==> config.mk <==
export PLATFORM = sky130hd
export DESIGN_NAME = disp_scan_ctrl_flat
export DESIGN_NICKNAME = d
export VERILOG_FILES = /design/src/rtl/disp_scan_ctrl_if.sv /design/src/rtl/disp_scan_ctrl.sv /design/src/flat_wrapper.sv
export SDC_FILE = /design/constraint.sdc
export NUM_CORES = 1
export LEC_CHECK = 0
export ABC_AREA = 0
export CORE_MARGIN = 2
export CORE_UTILIZATION = 57
export DETAILED_ROUTE_END_ITERATION = 8
export GPL_TIMING_DRIVEN = 0
export PLACE_DENSITY = 0.85
export RECOVER_POWER = 25
export SYNTH_ARGS = -nofsm -noshare
export SYNTH_HDL_FRONTEND = slang
export SYNTH_SLANG_ARGS = --single-unit
==> constraint.sdc <==
create_clock -name clk -period 2.75 [get_ports clk]
set_input_delay 0.55 -clock clk [delete_from_list [all_inputs] [get_ports clk]]
set_output_delay 0.55 -clock clk [all_outputs]
set_load 0.01 [all_outputs]
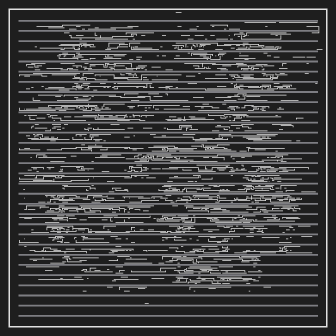
Figure 1: run 1, metal 1.
Supply wires on this layer in gray.
The layer holds 45% of the routed length. The wires run mostly horizontal. The layer carries 3460 um of wire.
WL final: 7610 um
Vias: 3134
met1 GRT Util: 29.5%

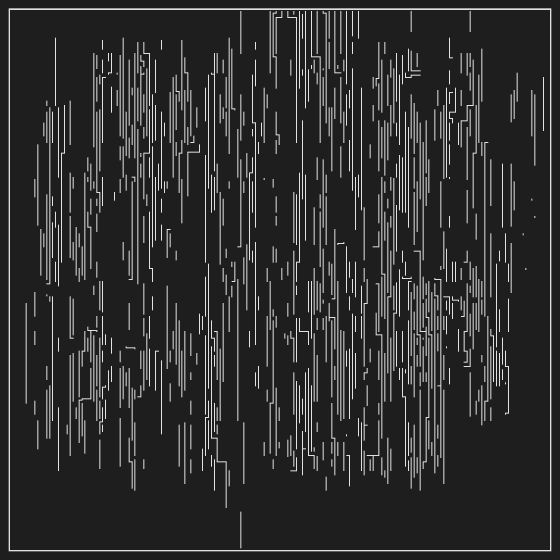
Figure 2: run 1, metal 2.
The wires run mostly vertical. The layer carries 3770 um of wire. The layer holds 49% of the routed length. The longest straight run is 27.9 um. 418 nets have wire on it.
GR Util met2: 37.8%

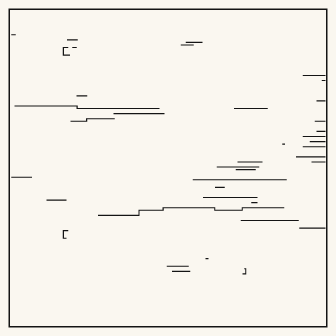
Figure 3: run 1, M3 wires.
The wires run mostly horizontal. The longest straight run is 24.8 um.
GR Layer Usage met3: 5.01%

==> flow_summary_export.csv, run 1 <==
group,metric,value,unit
final_timing,fin_skew,0.00760,ns
final_timing,drv_slew,0,
final_layout,logic_area,0.00202,mm^2
floorplan,row_count,29,
cts,clockBufferDepth,2,
placed_design,port_buffers,32,
final_layout,diodes,0,
grt,antenna_found_initial,0,
placed_design,dp_worst_setup_slack,0.105,ns
grt,grt_pass1_vias,3058,
final_layout,layout.nets,487,
final_timing,finalClockPeriodUsage,93.3,%
detailed_routing,detail-route-antenna-nets,0,
cts,clkTransAtPathRegs,0.08,ns
final_timing,worst_pin_slew,0.767,ns
final_layout,layout_top_cell,"dfxtp_1",
cts,root_buffer,"clkbuf_8",
detailed_routing,avgRoutedWirePerCell,14.2,um
floorplan,dieArea,0.00714,mm^2
floorplan,core-area,0.00631,mm^2
final_layout,fin_cells,536,
cts,clk_latency,0.36,ns
flow_run,warnings,35,
final_timing,setup_viol,0,
setup_path,worst-setup-path-type,"register to register",
detailed_routing,routed-wl-met3,299,um
synthesis,ff_type,"dfxtp_1",
final_layout,largest_register_ffs,20,
synthesis,yosys_register_bits,75,
cts,post_cts_buffers,0,
final_timing,period_needed,2.57,ns
final_layout,ff_latch_area,0.00150,mm^2
cts,cts_made_buffers,9,
synthesis,yosysTopAreaCellShare,40.7,%
min_path,worstHoldPathType,"register to register",
placed_design,dp_hpwl,5430,um
setup_path,cp_max_fo,6,
final_timing,relSlewSlack,48.5,%
final_layout,drive_above_1_share,8.06,%
floorplan,chipWidth,84.5,um
final_layout,lay_top_cells,"75 x dfxtp_1, 42 x nor2_1, 25 x nand2_1",
final_layout,utilization,67.9,%
detailed_routing,dr_wl_met2,3770,um
pwr,power_density,756,mW/mm^2
final_layout,syn_to_final_growth,16.1,%
setup_path,crit_path_end_kind,"register",
pwr,p_leak,1.54,nW
placed_design,dp.cells,520,
setup_path,start_kind,"register",
setup_path,arrival,2.81,ns
synthesis,synthCells,411,
floorplan,die_y,84.5,um
synthesis,syn_area,0.00369,mm^2
final_timing,finalWorstSetupSlack,0.184,ns
final_timing,rsz0062_at_grt,"no",
detailed_routing,vias_per_cell,5.85,
grt,grt_use_total,22.9,%
grt,grt_max_degree,14,
placed_design,dpl_cell_area,0.00411,mm^2
cts,cts-resized-gates,0,
setup_path,rrSetupSlack,0.18,ns
synthesis,area_leaders,"dfxtp_1 41%, ha_1 4.7%, nor2_1 4.3%",
final_timing,hold_violations,0,
floorplan,pin_count,33,
detailed_routing,drt_first_iter_violations,168,
detailed_routing,routed.top_layer,"met4",
final_layout,final.fill_count,491,
synthesis,yosys.area.top_type,"dfxtp_1",
final_timing,fin_setup_tns,0,ns
outcome,status,"finished clean",
final_layout,stdcell_area,0.00429,mm^2
grt,grt.overflow.total,0,
synthesis,fp_nets,444,
detailed_routing,dr.pass1.iters,7,
synthesis,yosys.stat.seqShare,40.7,%
synthesis,ys_cells,411,
final_timing,max_freq,390,MHz
flow_run,maxCapViolCount,0,
cts,cts_hold_buf,0,
floorplan,fp_util,58.5,%
synthesis,edf_count,0,
min_path,whs_path_depth,1,
placed_design,gp_congestion,0.812,
detailed_routing,drcViolationCount,0,
cts,cts_tree,"yes",
synthesis,synth_cell_types,54,
synthesis,avgSynthCellArea,8.98,um^2
cts,h-tree-depth,3,
synthesis,yosysChipArea,0.00369,mm^2
cts,cts_sinks,75,
synthesis,synthArstFlopShare,0,%
synthesis,yosysWarnings,0,
setup_path,reg2reg_depth,8,
pwr,ir_worst_vdd,0.000607,V
grt,grt_pass1_wl,13600,um
detailed_routing,wl_met1,3460,um
setup_path,worstPathRequired,2.99,ns
-- run 1: through the flow --
stage	power (W)	hold slack, ns
floorplan	0.00220	0.414
global placement	0.00243	0.439
detailed placement	0.00247	0.443
CTS	0.00325	0.455
global route	0.00345	0.473
finish	0.00324	0.457
-- run 1: metal layers --
| layer | vias to the layer above | global-route usage, % |
|---|---|---|
| met1 | 1491 | 29.5 |
| met4 | 0 | 8.37 |
| met3 | 10 | 5.01 |
| met5 | - | 0 |
| li1 | 1571 | - |
| met2 | 62 | 37.8 |
-- run 1: synth_stat cells, types with 13 or more instances --
cell type and n:
inv_1 20, nand2_1 25, nor2_1 42, xnor2_1 13, xor2_1 14, a21oi_1 23
dfxtp_1 75, or3_1 15, nand3_1 20, o21ai_0 13, ha_1 14
-- run 1: power by group --
part	switching, W	leakage, nW	internal, W	total (W)
combinational	0.000620	0.846	0.000497	0.00112
clock	0.000424	0.0859	0.000355	0.000779
sequential	0.000140	0.611	0.00121	0.00135
-- run 1: critical path: stages, from the launching register on --
cell and delay (ns):
dfxtp_1 0.43, inv_1 0.12, ha_1 0.29, a222oi_1 0.37
mux2_2 0.30, inv_1 0.08, ha_1 0.21, or4_1 0.53
o311a_1 0.13
-- run 1: layout make-up --
class / instances / area share [%]
tap: 77 / 2.25
clock buffer: 11 / 3.30
multi-input combinational: 297 / 47.2
timing repair buffer: 32 / 7.47
sequential: 75 / 35.0
clock inverter: 5 / 0.875
inverter: 20 / 1.75
buffer: 19 / 2.16
-- run 1: cell families after synthesis --
family                   Yosys count  synth area share, %
flip-flops                        75                 40.7
multiplexers                      14                 3.86
adder cells (fa/ha/maj)           14                 4.74
AND-OR/OR-AND                     72                 13.3
AND/OR/NAND/NOR                  170                 26.5
XOR/XNOR                          27                 6.40
buffers and inverters             39                 4.54
--- run 2 (diff from run 1) ---
--- a/config.mk
+++ b/config.mk
@@ -9,8 +9,9 @@
 export CORE_MARGIN = 2
 export CORE_UTILIZATION = 57
 export DETAILED_ROUTE_END_ITERATION = 8
+export DONT_BUFFER_PORTS = 1
 export GPL_TIMING_DRIVEN = 0
-export PLACE_DENSITY = 0.85
+export PLACE_DENSITY = 0.78
 export RECOVER_POWER = 25
 export SYNTH_ARGS = -nofsm -noshare
 export SYNTH_HDL_FRONTEND = slang
==> run 2 against run 1 <==
Count of clock-buffer cells in the layout is 4 higher. Sequential power is essentially flat. Wire length fell by 4.2%. Die area did not move. Critical path type unchanged. Largest cell class unchanged.
==> flow_summary_export.csv, run 2 <==
group,metric,value,unit
outcome,status,"finished clean",
floorplan,die_y,84.5,um
grt,top_usage_layer,"met2",
pwr,power_density,822,mW/mm^2
synthesis,simple_gate_share,26.5,%
detailed_routing,dr.pass1.iters,4,
setup_path,crit_path_end_kind,"register",
setup_path,worst-setup-path-type,"register to register",
synthesis,synth.most_common_cell,"dfxtp_1",
synthesis,synthArstFlopShare,0,%
setup_path,arrival,2.74,ns
synthesis,fp_nets,444,
final_layout,final.fill_count,534,
final_layout,lay_top_cells,"75 x dfxtp_1, 42 x nor2_1, 25 x nand2_1",
grt,grt_max_degree,12,
final_layout,largest_register_ffs,20,
synthesis,area_leaders,"dfxtp_1 41%, ha_1 4.7%, nor2_1 4.3%",
min_path,worstHoldPathType,"primary input to register",
final_timing,fin_skew,0.00481,ns
final_timing,worst_pin_slew,0.785,ns
synthesis,xor_area_share,6.40,%
synthesis,yosysTopAreaCellShare,40.7,%
synthesis,yosysWarnings,0,
cts,root_buffer,"clkbuf_8",
pwr,ir_worst_vdd,0.000662,V
setup_path,reg2reg_depth,8,
final_timing,rsz0062_at_grt,"no",
placed_design,gp_congestion,0.820,
cts,post_cts_buffers,0,
flow_run,warnings,35,
synthesis,ff_type,"dfxtp_1",
final_layout,fin_cells,504,
setup_path,cp_max_fo,6,
synthesis,yosys_register_bits,75,
cts,cts_tree,"yes",
synthesis,synth_cell_types,54,
grt,grtUsageMet1,27.7,%
final_timing,period_needed,2.52,ns
placed_design,port_buffers,0,
floorplan,fp_util,58.5,%
cts,cts_sinks,75,
synthesis,yosysChipArea,0.00369,mm^2
synthesis,yosys.area.top_type,"dfxtp_1",
grt,grt.overflow.total,0,
cts,clk_latency,0.33,ns
cts,cts-resized-gates,0,
final_timing,fin_setup_tns,0,ns
detailed_routing,vias_per_cell,6.01,
final_timing,setup_viol,0,
final_layout,layout.nets,455,
synthesis,ys_top_cells_by_count,"75 x dfxtp_1, 42 x nor2_1, 25 x nand2_1",
cts,clkTransAtPathRegs,0.07,ns
synthesis,ys_top_logic_family,"simple AND/OR/NAND/NOR gates",
grt,grt_pass1_vias,2780,
cts,cts_made_buffers,9,
placed_design,dp.cells,488,
floorplan,core-area,0.00631,mm^2
final_layout,diodes,0,
synthesis,ys_sh_adder,4.74,%
final_timing,hold_violations,0,
cts,h-tree-depth,3,
synthesis,aoi_share,13.3,%
synthesis,edf_count,0,
grt,grtUsageMet2,34.8,%
synthesis,synthCells,411,
pwr,p_leak,1.44,nW
flow_run,maxCapViolCount,0,
setup_path,rrSetupSlack,0.23,ns
floorplan,pin_count,33,
grt,antenna_found_initial,0,
final_layout,layout_top_cell,"dfxtp_1",
detailed_routing,drcViolationCount,0,
detailed_routing,drt_first_iter_violations,265,
setup_path,start_kind,"register",
synthesis,syn_area,0.00369,mm^2
final_timing,relSlewSlack,47.3,%
final_layout,logic_area,0.00202,mm^2
final_timing,finalClockPeriodUsage,91.6,%
cts,clockBufferDepth,2,
synthesis,ys_cells,411,
grt,grt_pass1_wl,12600,um
final_layout,ff_latch_area,0.00150,mm^2
synthesis,yosys.stat.seqShare,40.7,%
synthesis,mux_area_share,3.86,%
final_timing,max_freq,397,MHz
floorplan,chipWidth,84.5,um
floorplan,row_count,29,
setup_path,worstPathRequired,2.97,ns
final_layout,drive_above_1_share,7.96,%
synthesis,avgSynthCellArea,8.98,um^2
final_timing,drv_slew,0,
detailed_routing,avgRoutedWirePerCell,14.5,um
final_layout,syn_to_final_growth,8.10,%
==> run 2: cell count changes in the layout (fill, tap and decap cells not counted) <==
cell / delta
buf_4: -1
bufinv_16: +1
clkbuf_1: +3
clkbuf_8: +2
clkdlybuf4s50_1: -18
clkinv_2: -1
clkinv_4: -1
clkinvlp_4: -2
dlygate4sd3_1: -14
inv_6: -1
==> run 2: critical path: stages (launching register included) <==
cell      delay, ns
dfxtp_1        0.41
inv_1          0.11
ha_1           0.29
a222oi_1       0.33
mux2_2         0.29
inv_1          0.08
ha_1           0.22
or4_1          0.53
o311a_1        0.13
==> run 2: per-layer routing <==
metal  wire, um  up-vias  share of wire [%]
met5          0        -                  0
met4         59        0               0.81
met3        344        6                4.7
met2       3510       68                 48
met1       3380     1449                 46
li1           -     1508                  -
==> run 2: power breakdown <==
part           switching, W  internal [W]  total (W)
registers          0.000157       0.00121    0.00136
clock network      0.000365      0.000496   0.000861
logic              0.000599      0.000457    0.00106
total               0.00112       0.00216    0.00328
==> run 2: kinds of logic after synthesis <==
group                    Yosys count
buffers and inverters             39
adder cells (fa/ha/maj)           14
XOR/XNOR                          27
AND-OR/OR-AND                     72
AND/OR/NAND/NOR                  170
multiplexers                      14
flip-flops                        75
==> run 2: layout make-up <==
| type | instances | area share [%] |
|---|---|---|
| multi-input combinational | 297 | 50.7 |
| sequential | 75 | 37.6 |
| clock buffer | 15 | 4.42 |
| tap | 77 | 2.41 |
| buffer | 19 | 2.23 |
| inverter | 20 | 1.88 |
| clock inverter | 1 | 0.752 |
==> run 2: through the flow <==
step                      setup slack (ns)  cell area (um^2)  total power (W)  hold WS (ns)  util, %
after floorplan                      0.491              3690          0.00220         0.414        -
after global placement               0.320              3790          0.00237         0.442     60.0
after detailed placement             0.259              3790          0.00242         0.455     60.0
after CTS                            0.245              4000          0.00329         0.326     63.3
after global routing                0.0953              3990          0.00349         0.344     63.2
final                                0.230              3990          0.00328         0.340     63.2
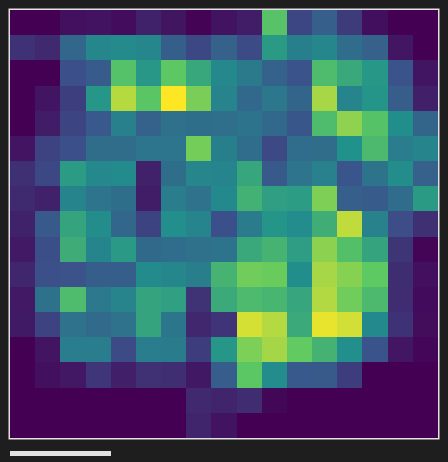
Figure 4: run 2, wiring heat map.
Bar = 20 um. The die is cut into 17 by 17 equal tiles; dark purple is low, yellow is high, scaled to the fullest tile. Values are wire area over tile area, all layers added.
The fullest tile reaches 0.48. 16% of the tiles are nearly empty. The mean over all tiles is 0.16. The emptiest ninth of the die: lower left. 24% of the tiles are over half the peak.
GRT Util Overall: 21.5%
Vias: 3031

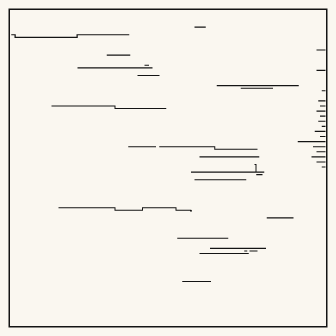
Figure 5: run 2, M3 wires.
36 nets have wire on it. The layer carries 345 um of wire. The layer holds 4.7% of the routed length. The wires run mostly horizontal.
GR Layer Usage met3: 7.18%
WL final: 7290 um

Power figures rest on the tool's default switching activity, not on a simulated workload.
